--- src/rtl/fetch_stage_f.sv ---
// F-stage of the 5-stage MIPS pipeline: the PC register, instruction-memory addressing,
// next-PC selection (beq / j / jr targets) and the F/D pipeline register.
module fetch_stage_f #(
  parameter logic [31:0] PC_RESET = 32'h0000_3000,
  parameter int          IM_AW    = 12
) (
  input  logic             clk,
  input  logic             reset,
  input  logic             stall,
  input  logic             fd_clr,
  input  logic             pc_sel,
  input  logic [1:0]       npc_sel,
  input  logic [31:0]      rs_data_d,
  input  logic [31:0]      instr_f,
  output logic [IM_AW-1:0] im_addr,
  output logic [31:0]      pc_f,
  output logic [31:0]      instr_d,
  output logic [31:0]      pc_d,
  output logic [31:0]      pc8_d
);

  localparam logic [31:0]      NOP     = 32'h0000_0000;
  // The IM base is word aligned, so the word-address subtraction never borrows from bits [1:0].
  localparam logic [IM_AW-1:0] IM_BASE = PC_RESET[IM_AW+1:2];

  localparam logic [1:0] NPC_BEQ = 2'b00;
  localparam logic [1:0] NPC_J   = 2'b01;
  localparam logic [1:0] NPC_JR  = 2'b10;

  logic [31:0] pc_f_q,    pc_f_d;
  logic [31:0] instr_d_q, instr_d_d;
  logic [31:0] pc_d_q,    pc_d_d;

  logic [31:0] pc4_f;
  logic [31:0] pc4_d;
  logic [31:0] br_off;
  logic [31:0] beq_tgt;
  logic [31:0] j_tgt;
  logic [31:0] target;
  logic [31:0] next_pc;

  assign pc4_f   = pc_f_q + 32'd4;
  assign pc4_d   = pc_d_q + 32'd4;
  assign br_off  = {{14{instr_d_q[15]}}, instr_d_q[15:0], 2'b00};
  assign beq_tgt = pc4_d + br_off;
  assign j_tgt   = {pc4_d[31:28], instr_d_q[25:0], 2'b00};

  always_comb begin
    target = pc4_f;
    case (npc_sel)
      NPC_BEQ: target = beq_tgt;
      NPC_J:   target = j_tgt;
      NPC_JR:  target = rs_data_d;
      default: target = pc4_f;
    endcase
  end

  assign next_pc = pc_sel ? target : pc4_f;

  // Stall freezes everything and overrides both the bubble request and the redirect.
  always_comb begin
    pc_f_d    = pc_f_q;
    instr_d_d = instr_d_q;
    pc_d_d    = pc_d_q;
    if (!stall) begin
      pc_f_d    = next_pc;
      instr_d_d = fd_clr ? NOP : instr_f;
      pc_d_d    = pc_f_q;
    end
  end

  always_ff @(posedge clk or negedge reset) begin
    if (!reset) begin
      pc_f_q    <= PC_RESET;
      instr_d_q <= NOP;
      pc_d_q    <= PC_RESET;
    end else begin
      pc_f_q    <= pc_f_d;
      instr_d_q <= instr_d_d;
      pc_d_q    <= pc_d_d;
    end
  end

  assign im_addr = pc_f_q[IM_AW+1:2] - IM_BASE;
  assign pc_f    = pc_f_q;
  assign instr_d = instr_d_q;
  assign pc_d    = pc_d_q;
  assign pc8_d   = pc_d_q + 32'd8;

endmodule

--- config.mk ---
export PLATFORM = sky130hd
export DESIGN_NAME = fetch_stage_f
export DESIGN_NICKNAME = d
export VERILOG_FILES = /design/src/rtl/fetch_stage_f.sv
export SDC_FILE = /design/constraint.sdc
export NUM_CORES = 1
export LEC_CHECK = 0
export ABC_AREA = 1
export ABC_CLOCK_PERIOD_IN_PS = 6000
export CORE_UTILIZATION = 55
export DETAILED_ROUTE_END_ITERATION = 10
export GPL_ROUTABILITY_DRIVEN = 0
export PLACE_DENSITY = 0.88
export SLEW_MARGIN = 5
export SYNTH_ARGS = -nofsm -noshare
export SYNTH_HDL_FRONTEND = slang
export SYNTH_SLANG_ARGS = --single-unit
--- constraint.sdc ---
create_clock -name clk -period 6 [get_ports clk]
set_clock_uncertainty 0.2 [all_clocks]
set_input_delay 1.8 -clock clk [delete_from_list [all_inputs] [get_ports clk]]
set_output_delay 1.8 -clock clk [all_outputs]
set_load 0.005 [all_outputs]
zoom.png
Region (39, 64) to (89, 114) um. Cells in grey, sequential cells in the stronger grey; small squares are vias.
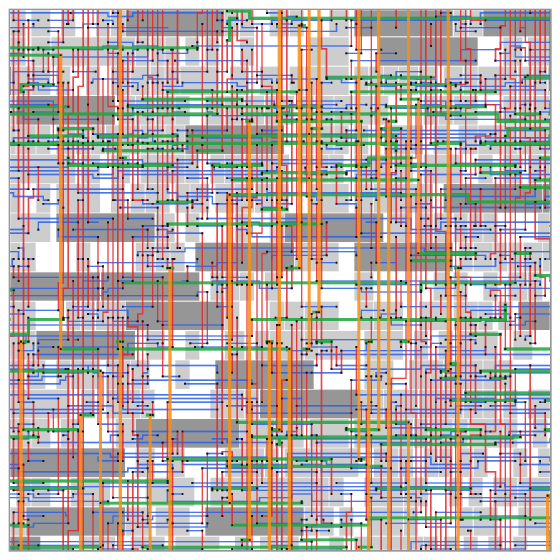
legend:
  green:
    layer: met3
  orange:
    layer: met4
  blue:
    layer: met1
  red:
    layer: met2
netlist names of flops here include: pc_f (13), pc_d (8)
sequential cells in the window: 21
cells with their middle in the window: 284
most frequent: nand2_1 (84), inv_1 (34), nand3_1 (22)

==> GITHUB_STEP_SUMMARY <==
### Metrics collected by this job

| Metric | Value |
|---|---|
| Fin area | 11000 um^2 |
| Crit Path Class | reg2out |
| CTS tree | built |
| CP Capture Type | primary output |
| Top cells, area | dfrtp_1 (27%), nand2_1 (18%), inv_1 (8.2%), ha_1 (5.4%), nand3_1 (5.2%) |
| Non-Filler Instances | 1723 |
| Syn_nets | 1441 |
| Area grow syn2layout | 28.5% |
| Crit path DAT | 2.96 ns |
| Max_slew headroom | 21.5% |
| Global-route congestion overflow total | 0 |
| Bufs on Longest Clock Path | 2 |
| RSZ-0062 raised after global routing | no |
| Post-CTS sizing | 0 |
| Worst min-delay path category | reg2reg |
| Syn Inst Count | 1332 |
| Final period util | 82.6% |
| Chip footprint | 16100 um^2 |
| Setup TNS Final | 0 ns |
| Share of cells above drive strength 1 | 5.22% |
| Simple-Gate Area Share | 36.1% |
| Status | completed |
| Dpl cells | 1708 |
| WL/cell | 18.5 um |
| Peak supply drop | 190 uV |
| Via count | 10100 |
| Largest net degree at the start of global routing | 77 |
| Final Hold Viols | 0 |
| Total of max-cap violations | 0 |
| Clock root buffer | clkbuf_16 |
| CP startpoint | pc_d[3] |
| OpenROAD warning count | 30 |
| Final antenna-violating net count | 0 |
| Yosys cell count | 1332 |
| MUX share of area | 0.349% |
| Top cell area share | 26.8% |
| Hold path start | instr_d[31] |
| Clk pin slew, worst setup/hold paths | 0.07 ns |
| Reg2Reg Capture Point | pc_f[20] |
| Post-Synth AOI/OAI Area | 13.7% |
| All-Layer GR Usage | 39.9% |
| CTS Hold Bufs | 0 |
| Worst R2R Path Depth | 22 |
| Die Y | 127 um |
| Detailed router's first-iteration violation count | 1425 |
| Sequential area share after synthesis | 28.0% |
| Initial antenna violation count | 0 |
| FP Util | 56.4% |
| Dominant kind of combinational cell | simple AND/OR/NAND/NOR gates |
| Flops after synth | 96 |
| IO buf count | 210 |
| Fin worst setup slack | 1.04 ns |
| Mean number of vias per cell | 5.87 |
| Post-synth area from yosys stat | 8600 um^2 |
| Rows | 45 |
| Yosys cell types | 45 |
| Reg-to-Reg Start | pc_d[3] |
| Most frequent cells in the layout | nand2_1 (408), clkdlybuf4s50_1 (208), inv_1 (188) |
| Nets | 1617 |
| CTS buffer count | 9 |
| XOR-XNOR Cells, Area Fraction | 4.79% |
| Least-Margin Pin Slew | 1.18 ns |
| Sink Count | 96 |
| Synth warn | 0 |
| Final HPWL DP | 24.9 mm |
| # diodes | 0 |
final_placement.png
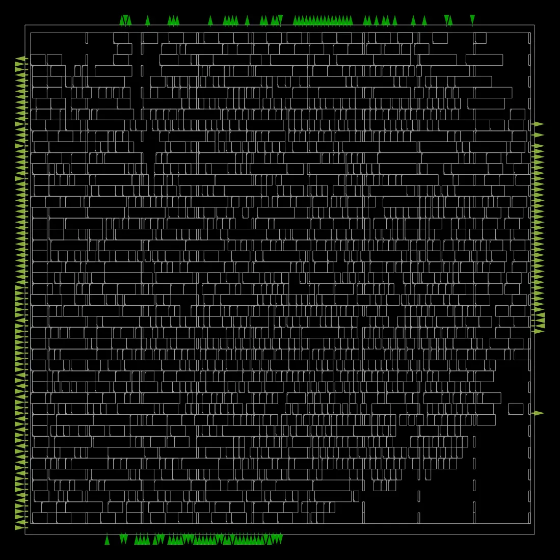
Seq area share: 21.8%
area of the core: 15300 um^2

-- metrics by stage --
| stage | total power [mW] | hold WS (ns) |
|---|---|---|
| 2_1_floorplan | 1.49 | 0.276 |
| 3_3_place_gp | 2.05 | 0.269 |
| 3_5_place_dp | 2.08 | 0.277 |
| 4_1_cts | 2.67 | 0.296 |
| 5_1_grt | 2.85 | 0.316 |
| 6_report | 2.72 | 0.299 |
-- area by class of cell --
cell class / count / share of cell area, %
multi-input cells: 990 / 47.1
clock buffers: 9 / 2.04
inverters: 194 / 6.59
repair buffers: 217 / 19.5
clock inverters: 6 / 0.623
well taps: 211 / 2.39
flip-flops and latches: 96 / 21.8
-- cells in the mapped netlist, drive strengths merged --
cell	n
nor3	27
nand3	95
fa	1
ha	37
nand4	23
o22ai	7
o21ai	90
clkinv	3
dfrtp	92
buf	22
o311ai	1
nor2	113
o211ai	12
a21oi	70
a22o	1
a221oi	16
a31oi	1
or2	5
o221ai	2
xnor2	7
clkbuf	30
o21bai	8
mux2i	3
nor4	5
dfstp	4
inv	191
nand2	415
and2	4
nand3b	7
xor2	40
-- power by group --
part           leakage (nW)  switching, mW  total (mW)  internal [mW]
clock                 0.148          0.281       0.606          0.325
sequential             1.20          0.187       0.929          0.741
combinational          3.93          0.646        1.18          0.536
total                  5.27           1.11        2.72           1.60
-- worst max-delay path, cell delays in order, from the launching register on --
cell and delay, ns:
dfrtp_1 0.58, ha_1 0.36, inv_1 0.12, nor2_2 0.21, inv_2 0.09, nor2_4 0.10
inv_2 0.08, nor3_2 0.14, xor2_1 0.34, clkdlybuf4s50_1 0.57
-- per-layer routing --
metal / vias up / share of wire (%) / track usage, %
met3: 146 / 13 / 9.21
met2: 787 / 43 / 59.5
met4: 0 / 7.0 / 25.6
met1: 4550 / 38 / 52.2
li1: 4639 / - / -
met5: - / 0 / 0
Power is estimated from default activity; no workload was simulated.
